### Wires at chosen ports, followed through buffers

(2 px per um)
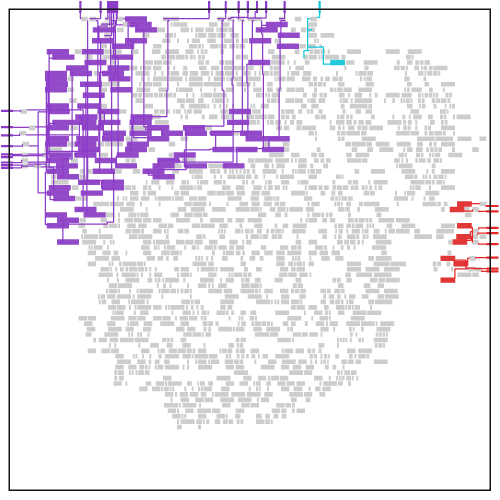
### Met3 routing

(1.5 px per um) Cells faint in the background.
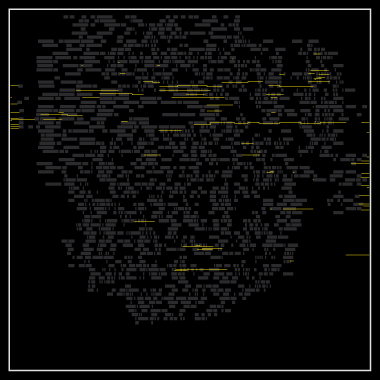
==> config.mk <==
export PLATFORM = sky130hd
export DESIGN_NAME = yuyv_camera_emulator_flat
export DESIGN_NICKNAME = d
export VERILOG_FILES = /design/src/rtl/yuyv_camera_emulator_if.sv /design/src/rtl/yuyv_camera_emulator.sv /design/src/flat_wrapper.sv
export SDC_FILE = /design/constraint.sdc
export NUM_CORES = 1
export LEC_CHECK = 0
export CAP_MARGIN = 20
export CORE_MARGIN = 1.5
export CORE_UTILIZATION = 30
export CTS_CLUSTER_SIZE = 25
export DETAILED_ROUTE_END_ITERATION = 8
export HOLD_SLACK_MARGIN = 0.1
export PLACE_DENSITY = 0.51
export SKIP_LAST_GASP = 1
export SLEW_MARGIN = 20
export SYNTH_ARGS = -nofsm -noshare
export SYNTH_HDL_FRONTEND = slang
export SYNTH_SLANG_ARGS = --single-unit
==> constraint.sdc <==
create_clock -name pixel_clock -period 8.8 [get_ports pixel_clock]
set_input_delay 0.88 -clock pixel_clock [delete_from_list [all_inputs] [get_ports pixel_clock]]
set_output_delay 0.88 -clock pixel_clock [all_outputs]
set_load 0.02 [all_outputs]
==> notes.md <==
Implementation numbers.

- The CTS log lists the clock sinks for this run as approximately 170.
- The part of the cycle the worst path needs is 0.9234.
- Between the synthesized netlist and the finished layout, the area growth was recorded as 12.11%.
- The total number of nets in the final design is about 2,200.
- The global-route wire length before repair is roughly 62,000 um.
- TritonCTS built the clock tree.
- The final weighted congestion recorded by global placement is 0.8348.
- The filler cell count in the final layout is between 5,000 and 6,000.
- The max-slew violation count is 0.
- The number of different library cells in the post-synthesis netlist is approximately 67.
- The OpenROAD warning count is around 52.
- The average size of a mapped cell is slightly above 10 um2.
- Looking at the critical path, the highest net fanout was 19.
- The buffer type at the clock tree root is sky130_fd_sc_hd__clkbuf_16.
- The hold-fix buffer count after cts is 0.
- The relative max-transition margin is 0.5434.
- The worst-case reg-to-reg setup slack stands at 670 ps.
- From bottom edge to top edge, the die measures between 200 and 250 um.
- The chip area from the yosys synthesis statistics is about 17,000 um2.
- The flow ran to the end, and the final reports show no timing, DRC or antenna violations.
- The synthesis report lists the Yosys warning total as 0.
- Static timing analysis puts the maximum clock frequency at roughly 120 MHz.
- The finished cells cover roughly 19,000 um2.
- The CTS report gives the tree buffer count as 17.
- In the detailed route, the total length drawn on met3 is around 840 um.
- Clock latency on the worst-skew pair, taken at its later pin, is approximately 450 ps.
- The number of cells upsized or downsized after cts is 0.
- Counting flops with an async set or reset pin after synthesis yields a share of 0.
## Picture notes: 'Wires at chosen ports, followed through buffers'
Key: red = camera_data [bits 8, direction output, edge east, end cells 8, buffers 8, wire 95.2 um]; cyan = pixel_in_in_ready [bits 1, direction output, edge north, end cells 1, buffers 1, wire 59.2 um]; purple = pixel_in_in_data [bits 24, direction input, edge 15 north, 9 west, end cells 96, buffers 24, wire 2,220 um]
Port Buffers: 39
top-level port count: 40

## Picture notes: 'Met3 routing'
The wires run mostly horizontal. The longest straight run is 35.0 um.
GR Layer Usage met3: 0.01763
routed via count: 11,390
final WL: 38,380 um

-- critical path: cells and delay by family, from the launching register on --
| family | cells | cell delay (ps) |
|---|---|---|
| adder cells (fa/ha/maj) | 8 | 2970 |
| AND-OR/OR-AND | 9 | 1810 |
| AND/OR/NAND/NOR | 7 | 1260 |
| multiplexers | 2 | 890 |
| flip-flops | 1 | 470 |
| XOR/XNOR | 2 | 350 |
| buffers and inverters | 2 | 260 |
-- metal layers --
| metal | track usage | vias up |
|---|---|---|
| met1 | 0.1926 | 5408 |
| met2 | 0.2285 | 112 |
| met4 | 0.03069 | 0 |
| met5 | 0 | - |
| li1 | - | 5844 |
| met3 | 0.01763 | 27 |
-- through the flow --
step	hold slack [ps]	util	total power, mW	cells
after floorplan	421.4	-	4.675	1669
after global placement	432.0	0.3303	5.811	2456
after detailed placement	443.2	0.3303	5.889	2456
after CTS	459.9	0.3406	6.663	2488
after global routing	480.5	0.3410	7.400	2488
final	458.0	0.3410	6.630	2488
-- cell type report --
type,instances,share of cell area
inverters,284,0.05653
well taps,748,0.04963
clock buffers,17,0.02256
flip-flops and latches,168,0.2294
repair buffers,70,0.03370
multi-input cells,1186,0.6006
clock inverters,15,0.007564
-- cells by family after synthesis --
kind of cell / count (synthesis) / share of synthesized area
buffers and inverters: 315 / 0.07096
and+or+nand+nor: 295 / 0.08911
AOI/OAI and AO/OA: 279 / 0.1097
muxes: 59 / 0.04232
adders and majority gates: 437 / 0.3704
xor gates and xnor gates: 116 / 0.06040
DFF: 168 / 0.2571
-- report_power, final --
part           leakage (nW)  switching, mW  internal (mW)
clock                 0.279          0.351          0.377
sequential             1.45        0.00967          0.848
combinational          7.00           2.92           2.12
total                  8.73           3.28           3.35
Power figures rest on the tool's default switching activity, not on a simulated workload.
